<file path="config.mk">
export PLATFORM = sky130hd
export DESIGN_NAME = s3_writeback_regfile
export DESIGN_NICKNAME = d
export VERILOG_FILES = /design/src/rtl/s3_writeback_regfile.sv
export SDC_FILE = /design/constraint.sdc
export NUM_CORES = 2
export LEC_CHECK = 0
export CORE_AREA = 2 2 341 343
export CTS_CLUSTER_SIZE = 20
export DETAILED_ROUTE_END_ITERATION = 10
export DIE_AREA = 0 0 343 345
export PLACE_DENSITY_LB_ADDON = 0.15
export SYNTH_ARGS = -nofsm -noshare
export SYNTH_HDL_FRONTEND = slang
export SYNTH_SLANG_ARGS = --single-unit
</file>
<file path="constraint.sdc">
create_clock -name clk -period 4.05 [get_ports clk]
set_input_delay 0.81 -clock clk [delete_from_list [all_inputs] [get_ports clk]]
set_output_delay 0.81 -clock clk [all_outputs]
set_load 0.005 [all_outputs]
</file>
<file path="src/rtl/s3_writeback_regfile.sv">
// Integer register file fed by the S3 write-back bundle, with two registered
// read ports for stage 2 and a same-cycle write-to-read bypass.
module s3_writeback_regfile #(
  parameter int DATA_WIDTH = 32,
  parameter int ADDR_WIDTH = 5,
  parameter bit ZERO_REG   = 1'b1
) (
  input  logic                  clk,
  input  logic                  rst,
  input  logic                  S3_WriteEnable,
  input  logic [ADDR_WIDTH-1:0] S3_WriteSelect,
  input  logic [DATA_WIDTH-1:0] ALUOut,
  input  logic [ADDR_WIDTH-1:0] S1_ReadSelect1,
  input  logic [ADDR_WIDTH-1:0] S1_ReadSelect2,
  input  logic                  S1_Stall,
  output logic [DATA_WIDTH-1:0] S2_ReadData1,
  output logic [DATA_WIDTH-1:0] S2_ReadData2
);

  localparam int DEPTH = 2 ** ADDR_WIDTH;

  logic [DATA_WIDTH-1:0] regs [DEPTH];
  logic                  write_hit;
  logic [DATA_WIDTH-1:0] next_rd1;
  logic [DATA_WIDTH-1:0] next_rd2;

  // Writes to r0 are dropped when it is hardwired to zero.
  assign write_hit = S3_WriteEnable && !(ZERO_REG && (S3_WriteSelect == '0));

  // Read value seen by stage 2: zero register, then bypass, then storage.
  function automatic logic [DATA_WIDTH-1:0] read_value(input logic [ADDR_WIDTH-1:0] sel);
    logic [DATA_WIDTH-1:0] value;
    if (ZERO_REG && (sel == '0))
      value = '0;
    else if (S3_WriteEnable && (S3_WriteSelect == sel))
      value = ALUOut;
    else
      value = regs[sel];
    return value;
  endfunction

  always_comb begin
    next_rd1 = read_value(S1_ReadSelect1);
    next_rd2 = read_value(S1_ReadSelect2);
  end

  always_ff @(posedge clk) begin
    if (rst) begin
      for (int i = 0; i < DEPTH; i++)
        regs[i] <= '0;
    end else if (write_hit) begin
      regs[S3_WriteSelect] <= ALUOut;
    end
  end

  // Stall freezes only the read outputs; the write path above keeps running.
  always_ff @(posedge clk) begin
    if (rst) begin
      S2_ReadData1 <= '0;
      S2_ReadData2 <= '0;
    end else if (!S1_Stall) begin
      S2_ReadData1 <= next_rd1;
      S2_ReadData2 <= next_rd2;
    end
  end

endmodule

</file>
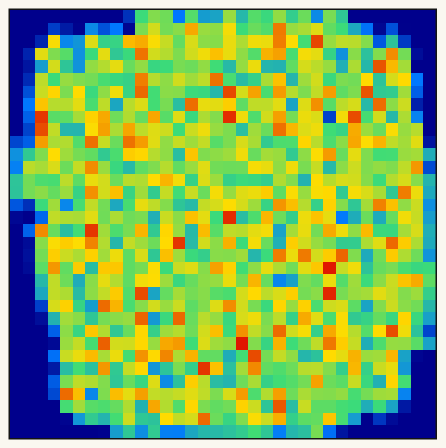
Figure 1: local utilization.
34 x 34 tiles, from dark blue (low) to red (high), 0 to 100% covered.
tiles over 75% full: 15%
emptiest ninth of the die: bottom left
fullest tile: 98%
mean over tiles: 53%
Core Region: 115100 um2
Initial Util: 49.44%
final core utilization: 56.44%

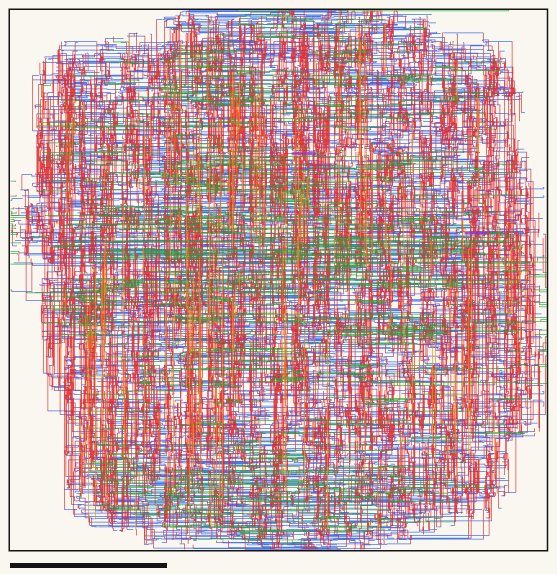
Figure 2: routed metal, one color a layer.
Bar = 100 um.
legend:
  M4:
    color: orange
    wire_length: 8660 um
  M5:
    color: purple
    wire_length: 26.7 um
  M3:
    color: green
    wire_length: 25.8 mm
  M2:
    color: red
    wire_length: 91.2 mm
  M1:
    color: blue
    wire_length: 79.1 mm
total track usage: 34.59%
vias: 37710
post-DR wirelength/cell: 37.42 um
WL final: 204.8 mm

==> run_results.csv <==
group,metric,value,unit
yosys,ys_seq_share,56.29,%
hold_path,hold_class,"register to register",
floorplan,fp.dieH,345,um
cells_and_area,drive_above_1_share,23.85,%
yosys,synth_area_leader_cell,"edfxtp_1",
global_route,grt-ovfl-total,0,
yosys,synth_flops,1088,
clocking,cts_resized,0,
worst_setup_path,critical_path.max_fanout,32,
clocking,post_cts_buffers,0,
clocking,tritoncts,"yes",
place,post-place-ws,0.2608,ns
worst_setup_path,critical_path.max_stage_delay,0.98,ns
yosys,synth.mux.area_fraction,21.24,%
yosys,ys_cells,3786,
yosys,netlist_area,56910,um2
worst_setup_path,critPathKind,"primary input to register",
place,place.port_buffers,114,
cells_and_area,register_area,32030,um2
cells_and_area,sh_seq_area,49.30,%
cells_and_area,largestClassByArea,"sequential cells",
worst_setup_path,cp-end-kind,"register",
hold_path,worstHoldPathCells,1,
worst_setup_path,start_kind,"primary input",
floorplan,ios,115,
timing,rsz0062_at_grt,"false",
yosys,avgSynthCellArea,15.03,um2
cells_and_area,final_layout_top_logic_cell,"edfxtp_1",
cells_and_area,ff_count,1088,
clocking,cts_buffers,117,
flow_run,warning_count,27,
timing,period_minus_slack,3.130,ns
yosys,common_cells,"1024 x edfxtp_1, 995 x and2_1, 445 x mux4_2, 290 x clkbuf_1, 179 x mux2i_1",
yosys,synthCells,3786,
timing,finalSetupViolCount,0,
cells_and_area,layout.area.comb,23400,um2
cells_and_area,final_cell_area,64970,um2
yosys,ys.flop_type,"edfxtp_1",
worst_setup_path,cp.arrival,3.45,ns
cells_and_area,syn2layout_area_growth,14.16,%
detailed_routing,drt_pass1_iterations,5,
worst_setup_path,regToRegSetupSlack,1.75,ns
cells_and_area,layout_top_cells,"1024 x edfxtp_1, 993 x and2_1, 445 x mux4_2",
yosys,yosysTopAreaCellShare,54.03,%
global_route,grt_pass1_wl,285.7,mm
worst_setup_path,cp_cell_sequence,"clkdlybuf4s50_1, or3_1, nand4bb_1, buf_12, nor2_4, or2_2",
yosys,synthAdderAreaFrac,0,%
yosys,enable_flop_cells,1024,
global_route,grt_max_degree,65,
timing,worst_pin_slew,1.308,ns
timing,fin_worst_hold_slack,0.4898,ns
worst_setup_path,endpoint,"regs[24][10]$_SDFFCE_PN0P_",
cells_and_area,clock_area_share,6.269,%
pwr,p_leak,22.27,nW
yosys,yosys-top-cells-area,"edfxtp_1 54%, mux4_2 18%, and2_1 11%",
timing,hold_violations,0,
cells_and_area,fillCellCount,9037,
worst_setup_path,worst-r2r-cell-count,6,
place,gp_congestion,0.8583,
place,dp_cells,5243,
worst_setup_path,required,4.37,ns
cells_and_area,num-nonclk-buffers,317,
clocking,cts-root-buf,"clkbuf_16",
timing,fmax,319.5,MHz
yosys,synth-xor-area-share,0.1539,%
detailed_routing,ant_nets,0,
yosys,async_reset_ff_share,0,%
timing,fin_ws,0.9202,ns
cells_and_area,nNetsFinal,3889,
floorplan,n_tap_cell,1524,
cells_and_area,comb-cell-share,36.02,%
timing,final_max_slew_viol_count,0,
place,placed_cell_area,60870,um2
hold_path,hold_path.startpoint,"S2_ReadData2[15]$_SDFFE_PP0N_",
floorplan,die_x,343,um
yosys,top_cell,"edfxtp_1",
clocking,cts.hold.buffers_added,0,
yosys,ys_chip_area,56910,um2
worst_setup_path,critPathSlowestCell,"or2_2",
cells_and_area,bufAreaShareNonClock,5.427,%
pwr,vdd.ir_drop.worst,0.3227,mV
cells_and_area,inverters,2,
pwr,fin_total_pwr,0.02798,W
timing,period_used_share,77.28,%
yosys,aoi_share,6.688,%
status,outcome,"finished, final reports clean",
yosys,simple_gate_share,12.28,%
worst_setup_path,critical_path.startpoint,"S3_WriteSelect[3]",
clocking,htreeDepth,3,
place,hpwlAfterDp,120.2,mm
global_route,antenna_found_initial,19,
detailed_routing,drtIter0Drc,6066,
hold_path,hold_end,"S2_ReadData2[15]$_SDFFE_PP0N_",
clocking,cts_sinks,1088,
cells_and_area,comb_cells,2312,
global_route,grt_pass1_vias,36920,
cells_and_area,final_cells,5474,
cells_and_area,n_clock_buffer,166,
worst_setup_path,rr_endpoint,"S2_ReadData2[28]$_SDFFE_PP0N_",
detailed_routing,drc,0,
pwr,powerDensity,430.7,nW/um2
yosys,yosys_warnings,0,
detailed_routing,via_per_inst,6.889,
floorplan,dieArea,118300,um2
yosys,logic_family,"multiplexers",
yosys,synthDistinctLibCells,52,
cells_and_area,diodes,8,
timing,relSlewSlack,12.51,%
timing,setup_tns,0,ns
floorplan,rows,125,
clocking,clock_path_buffers,3,
clocking,cts.clk_slew.worst_paths,0.06,ns
worst_setup_path,r2r_start,"regs[20][28]$_SDFFCE_PN0P_",
flow_run,drv_cap,0,
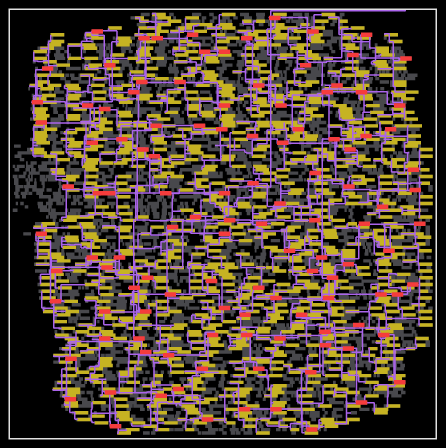
Figure 3: clock network drawn from the DEF.
legend:
  clock-net drivers:
    color: red
    count: 117
  clock wires:
    color: purple
    length: 14100 um
  flip-flops:
    color: yellow
    count: 1088
flops lie: all over the die
Clock net power: 0.0114 W
Late-Pin Clk Latency: 0.72 ns
Worst Skew: 0.02008 ns

-- per-layer routing --
| metal | vias up | wire (um) | global-route usage, % |
|---|---|---|---|
| li1 | 14890 | - | - |
| met1 | 19510 | 79080 | 49.27 |
| met2 | 2826 | 91240 | 50.84 |
| met3 | 472 | 25830 | 9.131 |
| met4 | 4 | 8661 | 13.65 |
| met5 | - | 26 | 0 |
-- critical path: cells and delay by family --
family                 cells  cell delay (ns)
buffers and inverters      2             0.91
AND/OR/NAND/NOR            4             1.68
-- report_power, final --
group	total, W	switching, W	internal [W]
registers	0.0134	0.000406	0.0129
logic	0.00326	0.00183	0.00143
clock network	0.0114	0.00469	0.00668
total	0.0280	0.00692	0.0211
-- registers in the layout (all words and copies together) (netlist names) --
| register | count |
|---|---|
| regs | 1024 |
| S2_ReadData1 | 32 |
| S2_ReadData2 | 32 |
Power and IR drop assume default switching activity.
